<file path="src/rtl/sort_scheduler_pkg.sv">
// Shared definitions for the sort_scheduler block: FSM state encoding,
// the sort unit's lane count and a lane-offset helper for flat operand buses.
package sort_sched_pkg;

   localparam int NUM_LANES = 4;

   // FSM state encoding
   localparam logic [2:0] IDLE    = 3'd0;
   localparam logic [2:0] KICK    = 3'd1;
   localparam logic [2:0] WAIT_HI = 3'd2;
   localparam logic [2:0] WAIT_LO = 3'd3;
   localparam logic [2:0] RESP    = 3'd4;

   // Bit offset of requester req_idx, lane 'lane' inside a flat operand bus
   function automatic int lane_lsb(input int req_idx, input int lane, input int width);
      return (req_idx * NUM_LANES + lane) * width;
   endfunction

endpackage

</file>
<file path="src/rtl/sort_scheduler_rr_pick.sv">
// Combinational round-robin picker: searches req starting one above 'last',
// wrapping modulo NUM_REQ, and reports the first set bit as index and one-hot.
module rr_pick #(
   parameter int NUM_REQ = 4,
   localparam int IW = $clog2(NUM_REQ)
) (
   input  logic [NUM_REQ-1:0] req,
   input  logic [IW-1:0]      last,
   output logic               any,
   output logic [IW-1:0]      idx,
   output logic [NUM_REQ-1:0] onehot
);

   logic [IW-1:0] cand;

   // First requester at or after last+1 (modulo NUM_REQ) wins
   always_comb begin
      any    = 1'b0;
      idx    = '0;
      cand   = '0;
      for (int k = 1; k <= NUM_REQ; k++) begin
         cand = IW'((int'(last) + k) % NUM_REQ);
         if (!any && req[cand]) begin
            any = 1'b1;
            idx = cand;
         end
      end
      onehot = any ? (NUM_REQ'(1) << idx) : '0;
   end

endmodule

</file>
<file path="src/rtl/sort_scheduler.sv">
// sort_scheduler: shares one 4-lane sort unit between NUM_REQ requesters.
// Optional build macro SORT_SCHED_TIMEOUT_EN adds a watchdog on the sort's
// busy handshake and a sticky timeout_err output.
//
// Handshakes: a requester holds req (level) until it sees its one-cycle grant
// pulse; operands are latched in that grant cycle and a one-cycle done pulse
// marks the cycle result is valid. Toward the sort unit, sort_kick is a single
// pulse; the job is accepted once sort_busy is seen high and complete on the
// first later cycle sort_busy is seen low.
module sort_scheduler
   import sort_sched_pkg::*;
#(
   parameter int WIDTH          = 32,
   parameter int NUM_REQ        = 4,
   parameter int TIMEOUT_CYCLES = 256
) (
   input  logic                           CLK,
   input  logic                           RST,
   input  logic [NUM_REQ-1:0]             req,
   input  logic [NUM_REQ*NUM_LANES*WIDTH-1:0] req_data,
   output logic [NUM_REQ-1:0]             grant,
   output logic [NUM_REQ-1:0]             done,
   output logic [NUM_LANES*WIDTH-1:0]     result,
   output logic [NUM_LANES*WIDTH-1:0]     sort_in,
   input  logic [NUM_LANES*WIDTH-1:0]     sort_out,
   output logic                           sort_kick,
   input  logic                           sort_busy,
   output logic                           sched_busy,
`ifdef SORT_SCHED_TIMEOUT_EN
   output logic                           timeout_err,
`endif
   output logic [2:0]                     dbg_state
);

   localparam int IW = $clog2(NUM_REQ);

   // Reject configurations outside the supported range at elaboration
   if (NUM_REQ < 2 || NUM_REQ > 16 || TIMEOUT_CYCLES < 1) begin : g_bad_cfg
      $error("sort_scheduler: unsupported parameter set");
   end

   logic [2:0]         state;
   logic [IW-1:0]      owner;
   logic [IW-1:0]      last;
   logic               pick_any;
   logic [IW-1:0]      pick_idx;
   logic [NUM_REQ-1:0] pick_onehot;

   assign dbg_state = state;

   rr_pick #(.NUM_REQ(NUM_REQ)) u_rr_pick (
      .req    (req),
      .last   (last),
      .any    (pick_any),
      .idx    (pick_idx),
      .onehot (pick_onehot)
   );

`ifdef SORT_SCHED_TIMEOUT_EN
   localparam int CW = $clog2(TIMEOUT_CYCLES + 1);
   logic [CW-1:0] wait_cnt;
   logic          wait_expired;
   assign wait_expired = (wait_cnt == CW'(TIMEOUT_CYCLES - 1));
`endif

   // Scheduler FSM: arbitrate, kick the sort, track busy, return the result
   always_ff @(posedge CLK or negedge RST) begin
      if (!RST) begin
         state      <= IDLE;
         grant      <= '0;
         done       <= '0;
         sort_kick  <= 1'b0;
         sched_busy <= 1'b0;
         sort_in    <= '0;
         result     <= '0;
         owner      <= '0;
         last       <= IW'(NUM_REQ - 1);
`ifdef SORT_SCHED_TIMEOUT_EN
         wait_cnt    <= '0;
         timeout_err <= 1'b0;
`endif
      end else begin
         grant     <= '0;
         done      <= '0;
         sort_kick <= 1'b0;
         case (state)
            IDLE: begin
               if (pick_any) begin
                  grant      <= pick_onehot;
                  sort_in    <= req_data[lane_lsb(int'(pick_idx), 0, WIDTH) +: NUM_LANES*WIDTH];
                  owner      <= pick_idx;
                  last       <= pick_idx;
                  state      <= KICK;
                  sched_busy <= 1'b1;
               end
            end
            KICK: begin
               sort_kick <= 1'b1;
               state     <= WAIT_HI;
`ifdef SORT_SCHED_TIMEOUT_EN
               wait_cnt  <= '0;
`endif
            end
            WAIT_HI: begin
               if (sort_busy) begin
                  state <= WAIT_LO;
`ifdef SORT_SCHED_TIMEOUT_EN
                  wait_cnt <= '0;
               end else if (wait_expired) begin
                  timeout_err <= 1'b1;
                  done        <= NUM_REQ'(1) << owner;
                  state       <= IDLE;
                  sched_busy  <= 1'b0;
               end else begin
                  wait_cnt <= wait_cnt + 1'b1;
`endif
               end
            end
            WAIT_LO: begin
               if (!sort_busy) begin
                  result <= sort_out;
                  state  <= RESP;
`ifdef SORT_SCHED_TIMEOUT_EN
               end else if (wait_expired) begin
                  timeout_err <= 1'b1;
                  done        <= NUM_REQ'(1) << owner;
                  state       <= IDLE;
                  sched_busy  <= 1'b0;
               end else begin
                  wait_cnt <= wait_cnt + 1'b1;
`endif
               end
            end
            RESP: begin
               done       <= NUM_REQ'(1) << owner;
               state      <= IDLE;
               sched_busy <= 1'b0;
            end
            default: begin
               state      <= IDLE;
               sched_busy <= 1'b0;
            end
         endcase
      end
   end

endmodule

</file>
<file path="config.mk">
export PLATFORM = sky130hd
export DESIGN_NAME = sort_scheduler
export DESIGN_NICKNAME = d
export VERILOG_FILES = /design/src/rtl/sort_scheduler_pkg.sv /design/src/rtl/sort_scheduler_rr_pick.sv /design/src/rtl/sort_scheduler.sv
export SDC_FILE = /design/constraint.sdc
export NUM_CORES = 1
export LEC_CHECK = 0
export CORE_AREA = 2 2 358 360
export CTS_BUF_LIST = sky130_fd_sc_hd__clkbuf_8
export DETAILED_ROUTE_END_ITERATION = 12
export DIE_AREA = 0 0 360 362
export PLACE_DENSITY = 0.3
export RECOVER_POWER = 25
export SLEW_MARGIN = 40
export SYNTH_ARGS = -nofsm -noshare
export SYNTH_HDL_FRONTEND = slang
export SYNTH_SLANG_ARGS = --single-unit
</file>
<file path="constraint.sdc">
create_clock -name CLK -period 3.4 [get_ports CLK]
set_clock_uncertainty 0.15 [all_clocks]
set_input_delay 0.68 -clock CLK [delete_from_list [all_inputs] [get_ports CLK]]
set_output_delay 0.68 -clock CLK [all_outputs]
set_load 0.05 [all_outputs]
</file>
==> results.toml <==
# implementation run metrics
[final_layout]
fillers = 13731
lay_top_cells = "913 x clkdlybuf4s50_1, 271 x dfrtp_1, 156 x mux2_2"
logic_area_mm2 = 0.005864
final-clk-cell-share_pct = 5.003
seq_area_mm2 = 0.006834

[job]
max-cap-violations = 1

[worst_setup_path]
ff2ff_setup_slack_ns = 0.76
cp_top_family = "buffers and inverters"
worstSetupPathType = "flip-flop to primary output"

[logic_synthesis]
synth_area_mm2 = 0.01307
synth.distinct_cells = 34
synth_cells = 991
fp_nets = 1638
synthMuxAreaShare_pct = 26.61

[clock_network]
clock.latency.late_pin_ns = 0.70
clk_path_buf_depth = 3
root_buffer = "clkbuf_8"

[timing]
timing.fmax_ghz = 0.3232
relSlewSlack_pct = -22.21
whs_ns = 0.3358
slew_violations = 25

[global_route]
grt_pass1_vias = 14314
use_met3_pct = 4.208
gr-total-overflow = 0

[place]
post_dp_cell_area_mm2 = 0.02479
gp_congestion = 0.8399

[outcome]
violations = "max-capacitance violations, max-slew violations"
status = "complete, but fails checks"

[min_path]
hp-class = "flip-flop to flip-flop"

[power]
clockPowerShare_pct = 15.8

[drt]
wl_met1_mm = 32.78

[floorplanning]
die_height_um = 362
std_cell_rows = 131
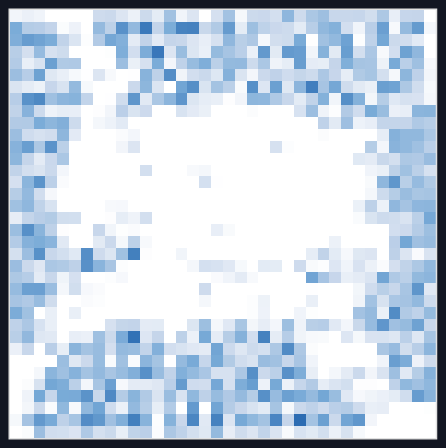
*Local utilization*
36 x 36 tiles, from white (low) to dark blue (high), 0 to 100% covered.
mean over tiles: 18%
fullest tile: 76%
nearly empty tiles: 34%

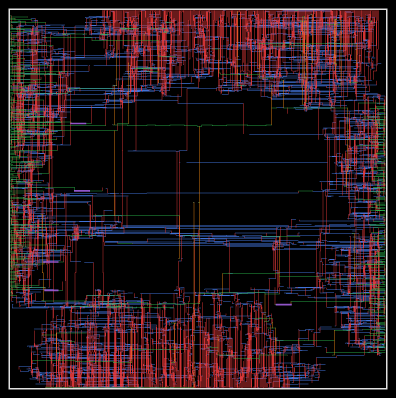
*Routed metal, one color a layer*
legend:
  M5:
    color: purple
    wire_length: 66.2 um
  M3:
    color: green
    wire_length: 6370 um
  M4:
    color: orange
    wire_length: 1800 um
  M2:
    color: red
    wire_length: 44.5 mm
  M1:
    color: blue
    wire_length: 32.8 mm
final WL: 85.55 mm
GR Util All Layers: 12.59%
routed length per instance: 23.33 um
via count: 13021

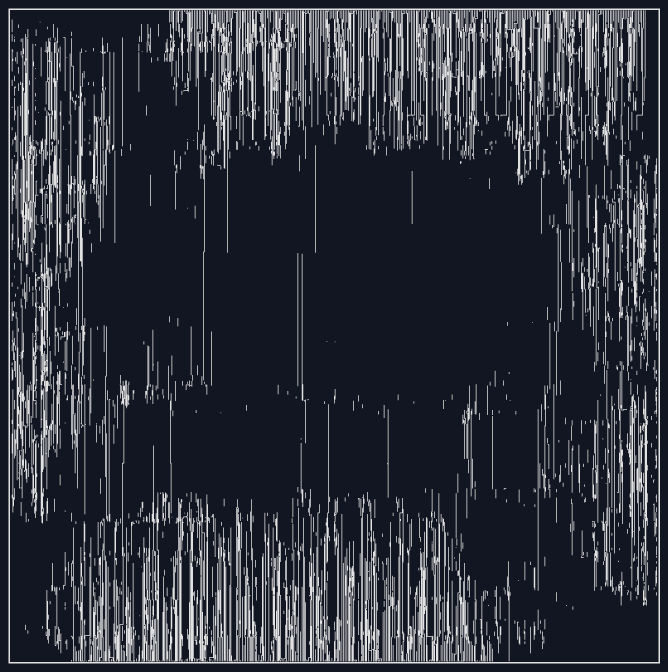
*The metal 2 layer*
share of all routed wire: 52%
longest straight run: 125 um

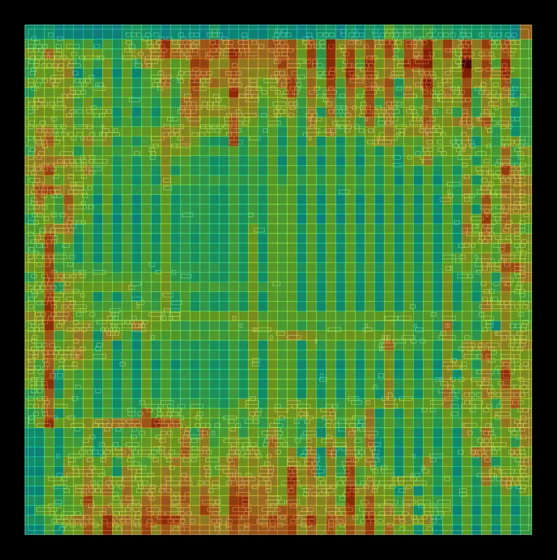
*Track usage over the die*
grt peak-use layer: met2
utilization after layout: 20.59%

